===== config.mk =====
export PLATFORM = sky130hd
export DESIGN_NAME = s_demux_router
export DESIGN_NICKNAME = d
export VERILOG_FILES = /design/src/rtl/s_path_pkg.sv /design/src/rtl/s_demux_slot.sv /design/src/rtl/s_demux_router.sv
export SDC_FILE = /design/constraint.sdc
export NUM_CORES = 1
export LEC_CHECK = 0
export ABC_AREA = 1
export CELL_PAD_IN_SITES_DETAIL_PLACEMENT = 0
export CELL_PAD_IN_SITES_GLOBAL_PLACEMENT = 1
export CORE_MARGIN = 3
export CORE_UTILIZATION = 33
export CTS_BUF_LIST = sky130_fd_sc_hd__clkbuf_2
export CTS_CLUSTER_DIAMETER = 50
export DETAILED_ROUTE_END_ITERATION = 7
export MAX_ROUTING_LAYER = met4
export PLACE_DENSITY = 0.88
export SLEW_MARGIN = 20
export SYNTH_ARGS = -nofsm -noshare
export SYNTH_HDL_FRONTEND = slang
export SYNTH_SLANG_ARGS = --single-unit

===== constraint.sdc =====
create_clock -name clk -period 2 [get_ports clk]
set_input_delay 0.2 -clock clk [delete_from_list [all_inputs] [get_ports clk]]
set_output_delay 0.2 -clock clk [all_outputs]
set_load 0.005 [all_outputs]

===== src/rtl/s_path_pkg.sv =====
// Shared constants for the S-path select/demux logic.
// The 3:1 S mux and the s_demux_router both decode in_sel with these codes,
// so keep them in one place.
package s_path_pkg;

  localparam int S_DW = 64;

  localparam logic [1:0] SEL_D0  = 2'b00;
  localparam logic [1:0] SEL_D1  = 2'b01;
  localparam logic [1:0] SEL_D2  = 2'b10;
  localparam logic [1:0] SEL_BAD = 2'b11;

  localparam int N_DEST = 3;

endpackage


===== src/rtl/s_demux_slot.sv =====
// One-entry valid/ready output register for a single router destination.
// Ports:
//   clk, rst    clock and synchronous active-high reset
//   wr_en       load wr_data this cycle (asserted only when free is high)
//   wr_data     word to load
//   free        slot can take a word this cycle (empty, or draining now)
//   out_data    registered word
//   out_valid   out_data holds an undelivered word
//   out_ready   consumer takes out_data this cycle
module s_demux_slot #(
  parameter int DW = 64
) (
  input  logic          clk,
  input  logic          rst,
  input  logic          wr_en,
  input  logic [DW-1:0] wr_data,
  output logic          free,
  output logic [DW-1:0] out_data,
  output logic          out_valid,
  input  logic          out_ready
);

  // Drain and refill in the same cycle keeps throughput at one word/clk.
  assign free = !out_valid || out_ready;

  always_ff @(posedge clk) begin
    if (rst) begin
      out_valid <= 1'b0;
      out_data  <= '0;
    end else if (wr_en) begin
      out_valid <= 1'b1;
      out_data  <= wr_data;
    end else if (out_ready) begin
      // Data holds its last value after a drain; only valid drops.
      out_valid <= 1'b0;
    end
  end

endmodule


===== src/rtl/s_demux_router.sv =====
// Steers one S word per cycle to one of three destinations d0/d1/d2 chosen
// by in_sel. Each destination has its own one-entry register, so a stalled
// destination only blocks words that select it. Select 2'b11 is illegal:
// the word is consumed, dropped, flagged on sel_err and counted in drop_cnt.
// Ports:
//   clk, rst              clock and synchronous active-high reset
//   in_data/in_sel/in_valid/in_ready   input handshake
//   dN_data/dN_valid/dN_ready          destination N output handshake
//   sel_err               one-cycle pulse after an illegal word is dropped
//   drop_cnt              saturating count of dropped words
module s_demux_router
  import s_path_pkg::*;
#(
  parameter int DW    = S_DW,
  parameter int CNT_W = 16
) (
  input  logic             clk,
  input  logic             rst,
  input  logic [DW-1:0]    in_data,
  input  logic [1:0]       in_sel,
  input  logic             in_valid,
  output logic             in_ready,
  output logic [DW-1:0]    d0_data,
  output logic             d0_valid,
  input  logic             d0_ready,
  output logic [DW-1:0]    d1_data,
  output logic             d1_valid,
  input  logic             d1_ready,
  output logic [DW-1:0]    d2_data,
  output logic             d2_valid,
  input  logic             d2_ready,
  output logic             sel_err,
  output logic [CNT_W-1:0] drop_cnt
);

  logic [N_DEST-1:0] slot_free;
  logic [N_DEST-1:0] slot_wr;
  logic              accept;
  logic              drop;

  // Illegal words are always accepted so a bad select can never wedge the
  // input. in_ready deliberately ignores in_valid.
  always_comb begin
    in_ready = 1'b1;
    case (in_sel)
      SEL_D0:  in_ready = slot_free[0];
      SEL_D1:  in_ready = slot_free[1];
      SEL_D2:  in_ready = slot_free[2];
      default: in_ready = 1'b1;
    endcase
  end

  assign accept = in_valid && in_ready;
  assign drop   = accept && (in_sel == SEL_BAD);

  always_comb begin
    slot_wr = '0;
    if (accept) begin
      case (in_sel)
        SEL_D0:  slot_wr[0] = 1'b1;
        SEL_D1:  slot_wr[1] = 1'b1;
        SEL_D2:  slot_wr[2] = 1'b1;
        default: slot_wr    = '0;
      endcase
    end
  end

  s_demux_slot #(.DW(DW)) u_slot0 (
    .clk       (clk),
    .rst       (rst),
    .wr_en     (slot_wr[0]),
    .wr_data   (in_data),
    .free      (slot_free[0]),
    .out_data  (d0_data),
    .out_valid (d0_valid),
    .out_ready (d0_ready)
  );

  s_demux_slot #(.DW(DW)) u_slot1 (
    .clk       (clk),
    .rst       (rst),
    .wr_en     (slot_wr[1]),
    .wr_data   (in_data),
    .free      (slot_free[1]),
    .out_data  (d1_data),
    .out_valid (d1_valid),
    .out_ready (d1_ready)
  );

  s_demux_slot #(.DW(DW)) u_slot2 (
    .clk       (clk),
    .rst       (rst),
    .wr_en     (slot_wr[2]),
    .wr_data   (in_data),
    .free      (slot_free[2]),
    .out_data  (d2_data),
    .out_valid (d2_valid),
    .out_ready (d2_ready)
  );

  always_ff @(posedge clk) begin
    if (rst) begin
      sel_err  <= 1'b0;
      drop_cnt <= '0;
    end else begin
      sel_err <= drop;
      // Saturate rather than wrap so a long burst of bad selects is visible.
      if (drop && (drop_cnt != {CNT_W{1'b1}}))
        drop_cnt <= drop_cnt + 1'b1;
    end
  end

endmodule


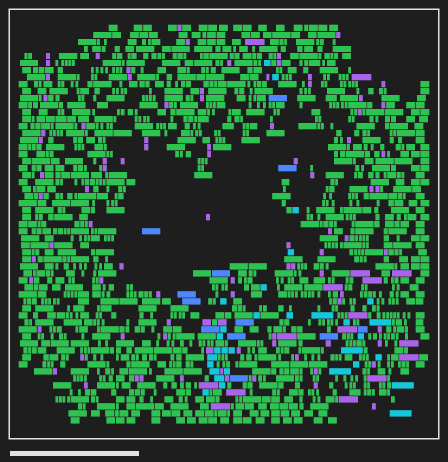
(run_1/sizes.png)
Bar = 50 µm.
Green shows _0 and _1 cells, cells 1371. Cyan shows _3 and _4 cells, cells 31. Purple shows _2 cells, cells 106. Blue shows _6 and larger, cells 12.

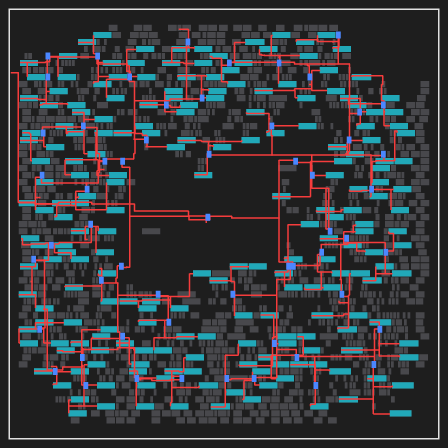
(run_1/clk_routes.png)
Red shows clock wires, length 3080 µm. Cyan shows flip-flops, count 212. Blue shows clock drivers, count 57.
Position of the flops: spread over the die. There are 58 routed clock nets.
Clock power frac: 33.4%
Latency at later pin: 780 ps
Clock Skew: 37.9 ps

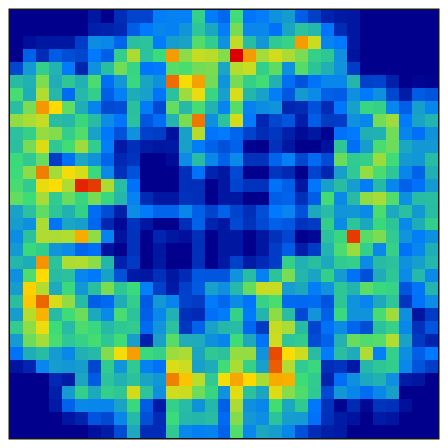
(run_1/metal_density.png)
The die is cut into 33 by 33 equal tiles; dark blue is low, red is high, scaled to the fullest tile. Values are wire area over tile area, all layers added.
17% of the tiles are over half the peak. 11% of the tiles are nearly empty. The densest ninth of the die: bottom centre. The mean over all tiles is 0.17. The emptiest ninth of the die: centre. The fullest tile reaches 0.57.
DRT Wirelength: 29200 µm
routed via count: 8977
DR WL/cell: 15.8 µm

==> flow_summary_export.csv, run 1 <==
group,metric,value,unit
run_status,status,"finished clean",
timing,hold_violations,0,
floorplan,pin_count,285,
yosys,syn_area,8460,µm²
floorplan,tap_cells,324,
yosys,ys_warn_count,0,
timing,finalCriticalPeriod,1900,ps
power,p_seq_share,52.5,%
floorplan,core,24700,µm²
clock_tree,cts_max_path_buffers,3,
drt,ant_nets,0,
worst_setup_path,r2r_cells,9,
place,dp.cells,1709,
timing,slew_headroom,45.3,%
finish,stdcell_count,1846,
grt,grt_pass1_wl,46500,µm
drt,drc_errors,0,
worst_setup_path,critPathCaptureType,"output pin",
worst_hold_path,hold_start,"in_data[45]",
floorplan,die-area,27600,µm²
clock_tree,cts_hold_buf,39,
yosys,syn_area_per_cell,7.25,µm²
yosys,synth-simple-area-share,31.8,%
finish,seq_area,4290,µm²
place,place_area,11700,µm²
finish,sh_comb_area,27.9,%
power,vdd_drop_max,0.000455,V
finish,nNonClkInverters,83,
timing,tightest_slew,821,ps
grt,grt-ovfl-total,0,
grt,use_met2,32.8,%
worst_setup_path,path_cells,"clkdlybuf4s50_1",
worst_setup_path,reg2reg_from,"drop_cnt[0]",
yosys,syn_nets,1240,
timing,tns,0,ps
drt,wl_met2,13500,µm
worst_setup_path,crit_end,"d0_data[55]",
clock_tree,cts_buffers,57,
yosys,synth_flops,212,
worst_setup_path,critPathMaxStageDelay,570,ps
worst_hold_path,hold-path-endpoint,"u_slot2.out_data[45]",
place,gp_congestion,0.786,
yosys,synthAdderAreaFrac,0.148,%
finish,logic_gates,776,
power,netSwitchingPower,2430,µW
worst_setup_path,crit_family,"buffers and inverters",
finish,seq-cell-share,34.0,%
timing,fin_crit_sh,95.0,%
finish,clk_share,3.62,%
worst_setup_path,crit_start,"u_slot0.out_data[55]",
finish,fin_nets,1558,
power,intPower,6010,µW
timing,worst_slack,100,ps
worst_hold_path,min_path_type,"input pin to flop",
worst_setup_path,setup.worst_path.start_class,"flop",
timing,report.final.setup_viol,0,
worst_setup_path,crit_buf_inv,1,
worst_setup_path,path_depth,1,
worst_setup_path,cpMaxStageDelayCell,"clkdlybuf4s50_1",
power,p_leak,0.00527,µW
floorplan,die_h,166,µm
drt,vias_per_cell,4.86,
clock_tree,cts_tree,"built",
worst_setup_path,r2r_slack,280,ps
yosys,ys_types,19,
flow_run,drv_cap,0,
grt,use_met1,25.0,%
worst_setup_path,crit_required,1800,ps
yosys,ys_cells,1167,
power,totalPowerFinal,8450,µW
finish,final_cell_area,12600,µm²
grt,met3_usage,6.36,%
drt,drt_iter0_drc,613,
power,comb_power_share,14.1,%
worst_setup_path,crit_type,"flop to output pin",
finish,final_core_util,51.0,%
grt,grt_pass1_vias,8695,
power,swShare,28.8,%
clock_tree,clk_pin_slew,100,ps
grt,grt_max_degree,143,
drt,dr_wl_met3,2260,µm
yosys,ys_area,8460,µm²
clock_tree,cts_resized,25,
grt,busiest_layer,"met2",
finish,flops,212,
clock_tree,clockRootBuffer,"clkbuf_2",
finish,comb_area,3520,µm²
finish,buffer_area_share,28.8,%
yosys,mux_share,0,%
finish,drive_gt1_share,9.80,%
timing,hold_ws,88.3,ps
finish,signal_buffers,355,
yosys,xor_share,0.518,%
yosys,ys_seq_share,50.2,%
drt,wl_met1,12500,µm
clock_tree,post_cts_buffers,0,
floorplan,die_x,166,µm
place,dp_hpwl,18100,µm
[run 1: registers in the layout, summed over array words and instances, names as in the netlist]
signal             count
u_slot0.out_data      64
drop_cnt              16
u_slot1.out_data      64
u_slot2.out_valid      1
sel_err                1
u_slot1.out_valid      1
u_slot2.out_data      64
u_slot0.out_valid      1
[run 1: worst register-to-register path: stages, from the launching register on]
cell and delay [ps]:
dfxtp_2 380, ha_1 180, nand3_1 120, inv_1 70
nand2_1 70, nor2_1 180, nand2_1 100, nand2_1 320
nand2_1 90, a21oi_1 160
[run 1: cells in the final DEF, fill, tap and decap left out, drive strengths merged]
cell | Yosys | layout
a21oi | 144 | 144
buf | 44 | 34
clkbuf | 52 | 84
clkdlybuf4s50 | 0 | 261
clkinv | 0 | 11
dfxtp | 212 | 212
diode | 0 | 2
dlygate4sd2 | 0 | 5
dlygate4sd3 | 0 | 39
dlymetal6s2s | 0 | 15
ha | 1 | 1
inv | 83 | 83
nand2 | 323 | 323
nand3 | 11 | 11
nand3b | 2 | 2
nand4 | 131 | 131
nor2 | 154 | 154
nor3 | 1 | 1
o21ai | 4 | 4
xnor2 | 4 | 4
xor2 | 1 | 1
[run 1: power by group through the flow]
stage                     clock network (µW)  registers, µW  logic, µW
after floorplan                            0           4540        458
after global placement                     0           4530       1130
after detailed placement                   0           4530       1140
after CTS                               2950           4440       1200
after global routing                    3190           4450       1300
final                                   2820           4430       1190
[run 1: synth_stat cells (all sizes together)]
cell,count,area [µm²]
nor3,1,5.00
ha,1,12.5
dfxtp,212,4240
nand3,11,55.1
o21ai,4,20.0
nand3b,2,15.0
xor2,1,8.76
buf,44,218
nor2,154,583
nand4,131,820
inv,83,312
nand2,323,1210
clkbuf,52,195
a21oi,144,721
xnor2,4,35.0
==> run_1/placement.png <==
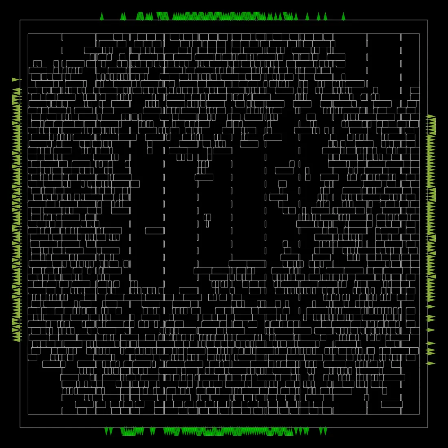

==> run 2, diff against run 1 <==
CTS_CLUSTER_DIAMETER = 30   (was 50)
MAX_ROUTING_LAYER = unset   (was met4)
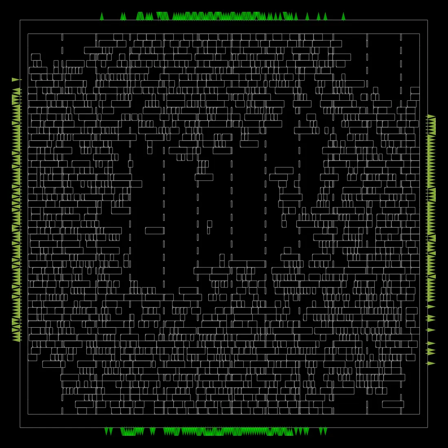
(run_2/placement.png)
sequential share of cell area: 33.4%
Core Box Area: 24700 µm²

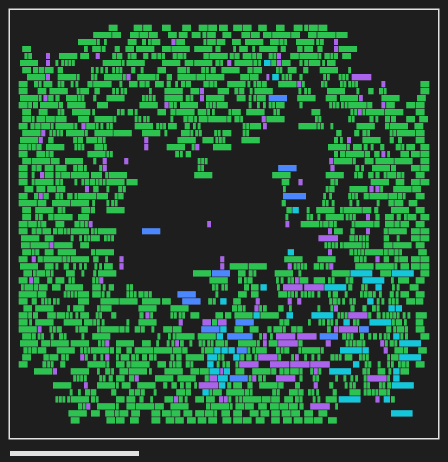
(run_2/sizes.png)
Bar = 50 µm.
Purple shows _2 cells, cells 113. Green shows _0 and _1 cells, cells 1375. Blue shows _6 and larger, cells 14. Cyan shows _3 and _4 cells, cells 45.

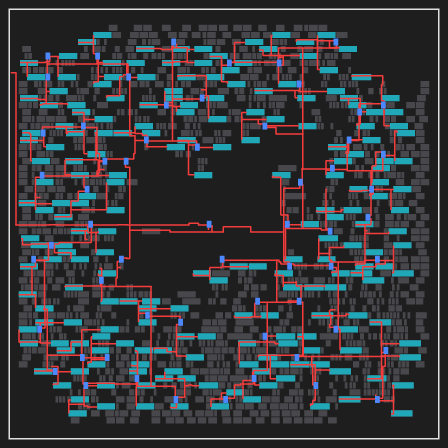
(run_2/clk_routes.png)
Blue shows clock drivers, count 59. Red shows clock wires, length 3070 µm. Cyan shows flip-flops, count 212.
Position of the flops: spread over the die.
Clock group: 2920 µW
Clock power frac: 34.1%

==> flow_summary_export.csv, run 2 <==
group,metric,value,unit
finish,mostFrequentLayoutCell,"nand2_1",
drt,wirelength,29900,µm
run_status,status,"finished clean",
worst_setup_path,crit_required,1800,ps
place,place_area,11700,µm²
worst_setup_path,critPathMaxStageDelay,560,ps
finish,fin_nets,1580,
timing,fin_crit_sh,96.0,%
finish,final_cell_area,12900,µm²
timing,worst_slack,80.6,ps
yosys,synthTopCellsByCount,"322 x nand2_1, 212 x dfxtp_1, 152 x nor2_1",
clock_tree,clk_pin_slew,90,ps
grt,grt_pass1_wl,47000,µm
yosys,ys_cells,1167,
yosys,syn_area_per_cell,7.25,µm²
grt,grt_max_degree,143,
place,gp_congestion,0.775,
worst_setup_path,crit_family,"buffers and inverters",
worst_setup_path,path_cells,"dlygate4sd3_1 -> clkdlybuf4s50_1 -> inv_1 -> nand2_1 -> o21ai_2 -> nand2_4 -> buf_6",
clock_tree,cts_resized,43,
yosys,flop_cell,"dfxtp_1",
worst_setup_path,crit_buf_inv,4,
power,vdd_drop_max,0.000457,V
floorplan,die_x,166,µm
clock_tree,clock_insertion_delay_worst_skew,790,ps
yosys,ys_area,8460,µm²
power,p_leak,0.00563,µW
finish,comb_area,3520,µm²
clock_tree,cts_buffers,59,
drt,ant_nets,0,
power,totalPowerFinal,8570,µW
clock_tree,clockRootBuffer,"clkbuf_2",
finish,stdcell_count,1872,
power,netSwitchingPower,2490,µW
clock_tree,post_cts_buffers,3,
power,intPower,6080,µW
timing,hold_ws,97.1,ps
power,p_seq_share,51.6,%
yosys,synth-edff-count,0,
worst_setup_path,critPathCaptureType,"output pin",
yosys,yosysTopAreaCellShare,50.2,%
place,dp.cells,1709,
finish,drive_gt1_share,11.1,%
yosys,synthArstFlopShare,0,%
yosys,synth-simple-area-share,31.8,%
finish,layout_top_cells,"322 x nand2_1, 245 x clkdlybuf4s50_1, 181 x dfxtp_1",
finish,final_core_util,52.2,%
timing,finalCriticalPeriod,1920,ps
grt,grt-ovfl-total,0,
yosys,synthAdderAreaFrac,0.148,%
finish,seq_area,4320,µm²
power,comb_power_share,14.3,%
floorplan,die_h,166,µm
timing,final.setup_skew,37.4,ps
timing,tns,0,ps
worst_hold_path,min_path_type,"input pin to flop",
grt,grt_pass1_vias,8780,
drt,num_vias,9105,
drt,drc_errors,0,
timing,slew_headroom,45.6,%
place,dp_hpwl,18100,µm
timing,hold_violations,0,
drt,vias_per_cell,4.86,
yosys,post-synth-top-count-cell,"nand2_1",
yosys,ys_types,19,
clock_tree,cts_hold_buf,52,
timing,report.final.setup_viol,0,
yosys,synth_flops,212,
floorplan,die-area,27600,µm²
yosys,xor_share,0.518,%
[run 2: cell types whose count changed in the layout (fill, tap and decap cells not counted), moves of 7 or more]
cell | previous run | this run
clkdlybuf4s50_1 | 261 | 245
dlygate4sd3_1 | 39 | 52
dlymetal6s2s_1 | 15 | 27
dfxtp_1 | 190 | 181
buf_4 | 22 | 29
dfxtp_4 | 6 | 13
[run 2: layout make-up]
type	count	area share (%)
multi-input combinational	776	27.3
timing repair buffer	375	30.0
tap	324	3.14
sequential	212	33.4
inverter	83	2.41
clock inverter	15	0.465
antenna	1	0.0194
clock buffer	86	3.33
[run 2: power by group through the flow]
stage	sequential, µW	combinational [µW]	clock (µW)
finish	4420	1230	2920
global route	4440	1340	3280
CTS	4430	1220	3040
detailed placement	4530	1140	0
global placement	4530	1130	0
floorplan	4540	458	0
[run 2: metal layers]
metal  up-vias  wire [µm]  track usage (%)
met1      4195      12400             24.8
met4         0        939             7.78
met2       333      14100             33.5
met3        60       2500             6.90
li1       4517          -                -
met5         -          0                0
[run 2: path summary, 6_finish.rpt]
path                                          start                   end  slack [ps]  cells after the start
worst max register to register    u_slot1.out_valid   u_slot1.out_data[5]         210                     11
worst min register to register  u_slot1.out_data[4]   u_slot1.out_data[4]         460                      2
worst max-delay path                       d2_ready              in_ready          80                      7
worst min-delay path                    in_data[41]  u_slot0.out_data[41]         100                      3
[run 2: cells by family (layout without fill, tap and decap cells)]
kind of cell | count (synthesis) | after routing
flip-flops | 212 | 212
XOR/XNOR | 5 | 5
AND-OR/OR-AND | 148 | 148
AND/OR/NAND/NOR | 622 | 622
buffers and inverters | 179 | 559
other | 0 | 1
adder cells (fa/ha/maj) | 1 | 1
[run 2: worst min-delay path, stage by stage]
cell	delay (ps)
clkdlybuf4s50_1	470
nand4_1	110
a21oi_1	60
No activity file was given, so power comes from the tool's default toggle rates.
